File: src/rtl/mux_sel_pkg.sv
// Shared types and select encodings for the mux select arbiter.
package mux_sel_pkg;

  typedef enum logic [1:0] {
    ST_IDLE  = 2'd0,
    ST_GNT_A = 2'd1,
    ST_GNT_B = 2'd2
  } sel_state_t;

  localparam logic SEL_A = 1'b0;
  localparam logic SEL_B = 1'b1;

endpackage

File: src/rtl/sat_counter.sv
// Saturating up-counter with synchronous clear, load-to-one and enable.
module sat_counter #(
  parameter int unsigned MAX = 4,
  parameter int unsigned W   = $clog2(MAX + 1)
) (
  input  logic         clk,
  input  logic         rst_n,
  input  logic         clr_i,
  input  logic         load1_i,
  input  logic         en_i,
  output logic [W-1:0] cnt_o
);

  localparam logic [W-1:0] CNT_MAX = W'(MAX);
  localparam logic [W-1:0] CNT_ONE = W'(1);

  logic [W-1:0] cnt_q;

  always_ff @(posedge clk) begin
    if (!rst_n) begin
      cnt_q <= '0;
    end else if (clr_i) begin
      cnt_q <= '0;
    end else if (load1_i) begin
      cnt_q <= CNT_ONE;
    end else if (en_i && (cnt_q != CNT_MAX)) begin
      cnt_q <= cnt_q + CNT_ONE;
    end
  end

  assign cnt_o = cnt_q;

endmodule

File: src/rtl/mux_sel_arbiter.sv
// Round-robin two-source arbiter driving the 2:1 mux select, with a bounded
// hold time and fully registered outputs so S never glitches.
//
//   state    | meaning
//   ST_IDLE  | no grant active; S keeps its last value
//   ST_GNT_A | source A owns the datapath (S = 0)
//   ST_GNT_B | source B owns the datapath (S = 1)
module mux_sel_arbiter
  import mux_sel_pkg::*;
#(
  parameter int unsigned HOLD_MAX = 4,
  parameter int unsigned CNT_W    = $clog2(HOLD_MAX + 1)
) (
  input  logic             clk,
  input  logic             rst_n,
  input  logic             req_a,
  input  logic             req_b,
  output logic             S,
  output logic             gnt_a,
  output logic             gnt_b,
  output logic [CNT_W-1:0] hold_cnt,
  output logic             idle
);

  localparam logic [CNT_W-1:0] HOLD_TC = CNT_W'(HOLD_MAX);

  sel_state_t state_q, state_d;
  logic       last_sel_q, last_sel_d;
  logic       s_q, gnt_a_q, gnt_b_q, idle_q;
  logic       at_max;
  logic       new_grant;

  assign at_max = (hold_cnt == HOLD_TC);

  always_comb begin
    state_d = state_q;
    unique case (state_q)
      ST_IDLE: begin
        if (req_a && req_b) begin
          state_d = (last_sel_q == SEL_B) ? ST_GNT_A : ST_GNT_B;
        end else if (req_a) begin
          state_d = ST_GNT_A;
        end else if (req_b) begin
          state_d = ST_GNT_B;
        end
      end
      ST_GNT_A: begin
        if (!req_a || (at_max && req_b)) begin
          state_d = req_b ? ST_GNT_B : ST_IDLE;
        end
      end
      ST_GNT_B: begin
        if (!req_b || (at_max && req_a)) begin
          state_d = req_a ? ST_GNT_A : ST_IDLE;
        end
      end
      default: state_d = ST_IDLE;
    endcase
  end

  // A handover counts as a new grant, so the hold counter restarts at 1.
  assign new_grant  = (state_d != ST_IDLE) && (state_d != state_q);
  assign last_sel_d = new_grant ? ((state_d == ST_GNT_B) ? SEL_B : SEL_A) : last_sel_q;

  always_ff @(posedge clk) begin
    if (!rst_n) begin
      state_q    <= ST_IDLE;
      last_sel_q <= SEL_B;
      s_q        <= SEL_A;
      gnt_a_q    <= 1'b0;
      gnt_b_q    <= 1'b0;
      idle_q     <= 1'b1;
    end else begin
      state_q    <= state_d;
      last_sel_q <= last_sel_d;
      if (new_grant) begin
        s_q <= last_sel_d;
      end
      gnt_a_q <= (state_d == ST_GNT_A);
      gnt_b_q <= (state_d == ST_GNT_B);
      idle_q  <= (state_d == ST_IDLE);
    end
  end

  sat_counter #(
    .MAX(HOLD_MAX),
    .W  (CNT_W)
  ) u_hold_cnt (
    .clk    (clk),
    .rst_n  (rst_n),
    .clr_i  (state_d == ST_IDLE),
    .load1_i(new_grant),
    .en_i   (1'b1),
    .cnt_o  (hold_cnt)
  );

  assign S     = s_q;
  assign gnt_a = gnt_a_q;
  assign gnt_b = gnt_b_q;
  assign idle  = idle_q;

endmodule

File: config.mk
export PLATFORM = sky130hd
export DESIGN_NAME = mux_sel_arbiter
export DESIGN_NICKNAME = d
export VERILOG_FILES = /design/src/rtl/mux_sel_pkg.sv /design/src/rtl/sat_counter.sv /design/src/rtl/mux_sel_arbiter.sv
export SDC_FILE = /design/constraint.sdc
export NUM_CORES = 1
export LEC_CHECK = 0
export CAP_MARGIN = 30
export CORE_AREA = 2 2 39 41
export CTS_CLUSTER_SIZE = 24
export DETAILED_ROUTE_END_ITERATION = 7
export DIE_AREA = 0 0 41 43
export HOLD_SLACK_MARGIN = 0.15
export PLACE_DENSITY = 0.57
export SLEW_MARGIN = 5
export SYNTH_ARGS = -nofsm -noshare
export SYNTH_HDL_FRONTEND = slang
export SYNTH_SLANG_ARGS = --single-unit
export TNS_END_PERCENT = 30
File: constraint.sdc
create_clock -name clk -period 1.98 [get_ports clk]
set_clock_uncertainty 0.05 [all_clocks]
set_input_delay 0.198 -clock clk [delete_from_list [all_inputs] [get_ports clk]]
set_output_delay 0.198 -clock clk [all_outputs]
set_load 0.05 [all_outputs]
m1.png
Supply wires on this layer in gray.
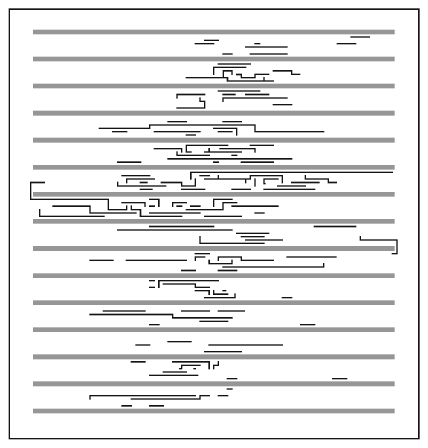
nets with wire on the layer: 60
wire length on this layer: 470 um
longest straight run: 20.2 um
global-route track usage on met1: 17.1%
detailed-route via count: 417
drt total wl: 1000 um

m2.png
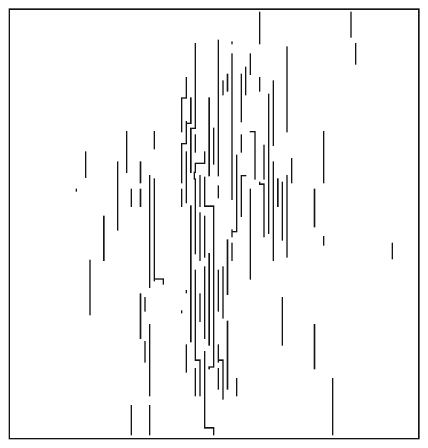
nets with wire on the layer: 54
share of all routed wire: 43%
longest straight run: 16.1 um
wire length on this layer: 434 um
met2 layer usage reported by global route: 18.1%

m3.png
The bar under the picture is 10 um long. Cells faint in the background.
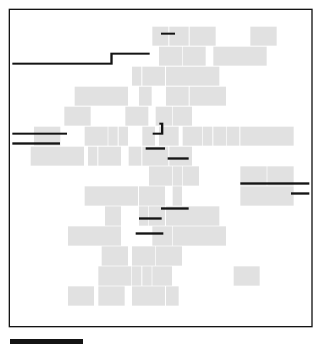
wire length on this layer: 63.2 um
longest straight run: 13.3 um
share of all routed wire: 6.3%

==> per-layer routing <==
layer  share of wire [%]  up-vias  global-route usage, %
li1                    -      212                      -
met1                  47      186                   17.1
met2                  43       13                   18.1
met3                 6.3        6                   6.81
met4                 3.4        0                   12.0
met5                   0        -                      0
==> power by group through the flow <==
stage | Clock [uW] | Combinational (uW) | Sequential [uW]
final | 191 | 103 | 226
after global routing | 203 | 111 | 227
after CTS | 193 | 103 | 226
after detailed placement | 0 | 102 | 231
after global placement | 0 | 103 | 231
after floorplan | 0 | 45.1 | 256
==> worst reg2reg max path, delay by kind of cell, from the launching register on <==
family,cells,cell delay (ns)
AND-OR/OR-AND,2,0.57
adder cells (fa/ha/maj),1,0.25
buffers and inverters,1,0.08
flip-flops,1,0.37
AND/OR/NAND/NOR,1,0.19
==> summary.txt <==
Numbers from the implementation run.

The flow ran to the end, and the final reports show no timing, DRC or antenna violations. The required arrival time at the worst endpoint is roughly 1.7 ns. Ranked by total area, the top cell class in this layout is logic gates. The ratio of routed vias to standard cells is 5.28. The minimum clock period after layout is between 1.5 and 2 ns. For this run, the script counts the antenna cells in the layout as 0.

The critical path ends at hold_cnt[2]. According to the I/O placement log, the pin count is 11. The per-cell routed wire length is approximately 13 um.

The sequential cell count of the final layout is 10. The post-route worst setup slack is 0.183 ns. The setup-violating endpoint count in the final report is 0.

The endpoint of the worst hold path is reported as S. Per the final report, max-transition violations number 0. The slew check shows that the tightest pin keeps a relative margin of 66.5%. The initial antenna violation count is 0. The critical path is of the flip-flop to output pin type. The register bit count reported by yosys is 10. As logged by OpenROAD, the buffers inserted on ports number 10. At the later pin of the worst-skew pair, clock insertion delay measures 0.28 ns. The cell area after technology mapping is about 480 um^2. The delay of the slowest critical-path stage is 0.85 ns. The number of max-capacitance violations reported is 0.

The worst hold slack across all endpoints is roughly 0.43 ns. The clock buffer count is 4. The count of non-CTS inverters in the layout is 4. Of the post-synthesis cell area, the part taken by muxes is 2.11%. The clock-cell share of area is 5.85%. The number of global-route vias before repair is around 370. From synthesis to final layout, the design area changed by 30.5%.

Total power normalized to cell area comes to 839 mW/mm^2. The synthesized design contains 0 enable-type register cells. The average instance in the mapped netlist occupies 9.51 um^2. The floorplan net count is 56.

The flip-flop count of the largest register after layout is 3. The number of routed nets with antenna violations is 0. The fraction of the mapped netlist area in compound gates is 25.5%. The iteration-0 DRC count of the detailed router is 16. The share of flip-flops with an asynchronous set or reset after synthesis is 0%.

In the layout the commonest cells are sky130_fd_sc_hd__dfxtp_1, sky130_fd_sc_hd__clkdlybuf4s50_1, sky130_fd_sc_hd__nand2_1. The global route stage reports its total congestion overflow as 0. The synthesized netlist contains 28 unique library cells. The count of placed standard cells including taps is 75. For this run, the number of standard cells in the final layout without fillers is 79.

According to the report, the first pass of detailed routing completed in 4 iterations. The most critical setup path has its startpoint at u_hold_cnt.cnt_o[2]. For this design, Yosys synthesis ends with a cell count of 50. The proportion of power drawn by flip-flops and latches is 43.5%. The maximum fanout encountered on the critical timing path is 6. The buffer count excluding the clock tree in the final layout is 10.

The leakage power summed over all cells is 0.000268 uW. The die covers 0.00176 mm^2. The synthesis warning total is 0.

In this run the VDD rail shows a maximum IR drop of 0.297 mV. The sort of element at the start of the critical path is a flip-flop. With fillers left out, the area of the finished cells amounts to 621 um^2. In this run the post-CTS setup repair buffer count came out at 0.
No activity file was given, so power comes from the tool's default toggle rates.
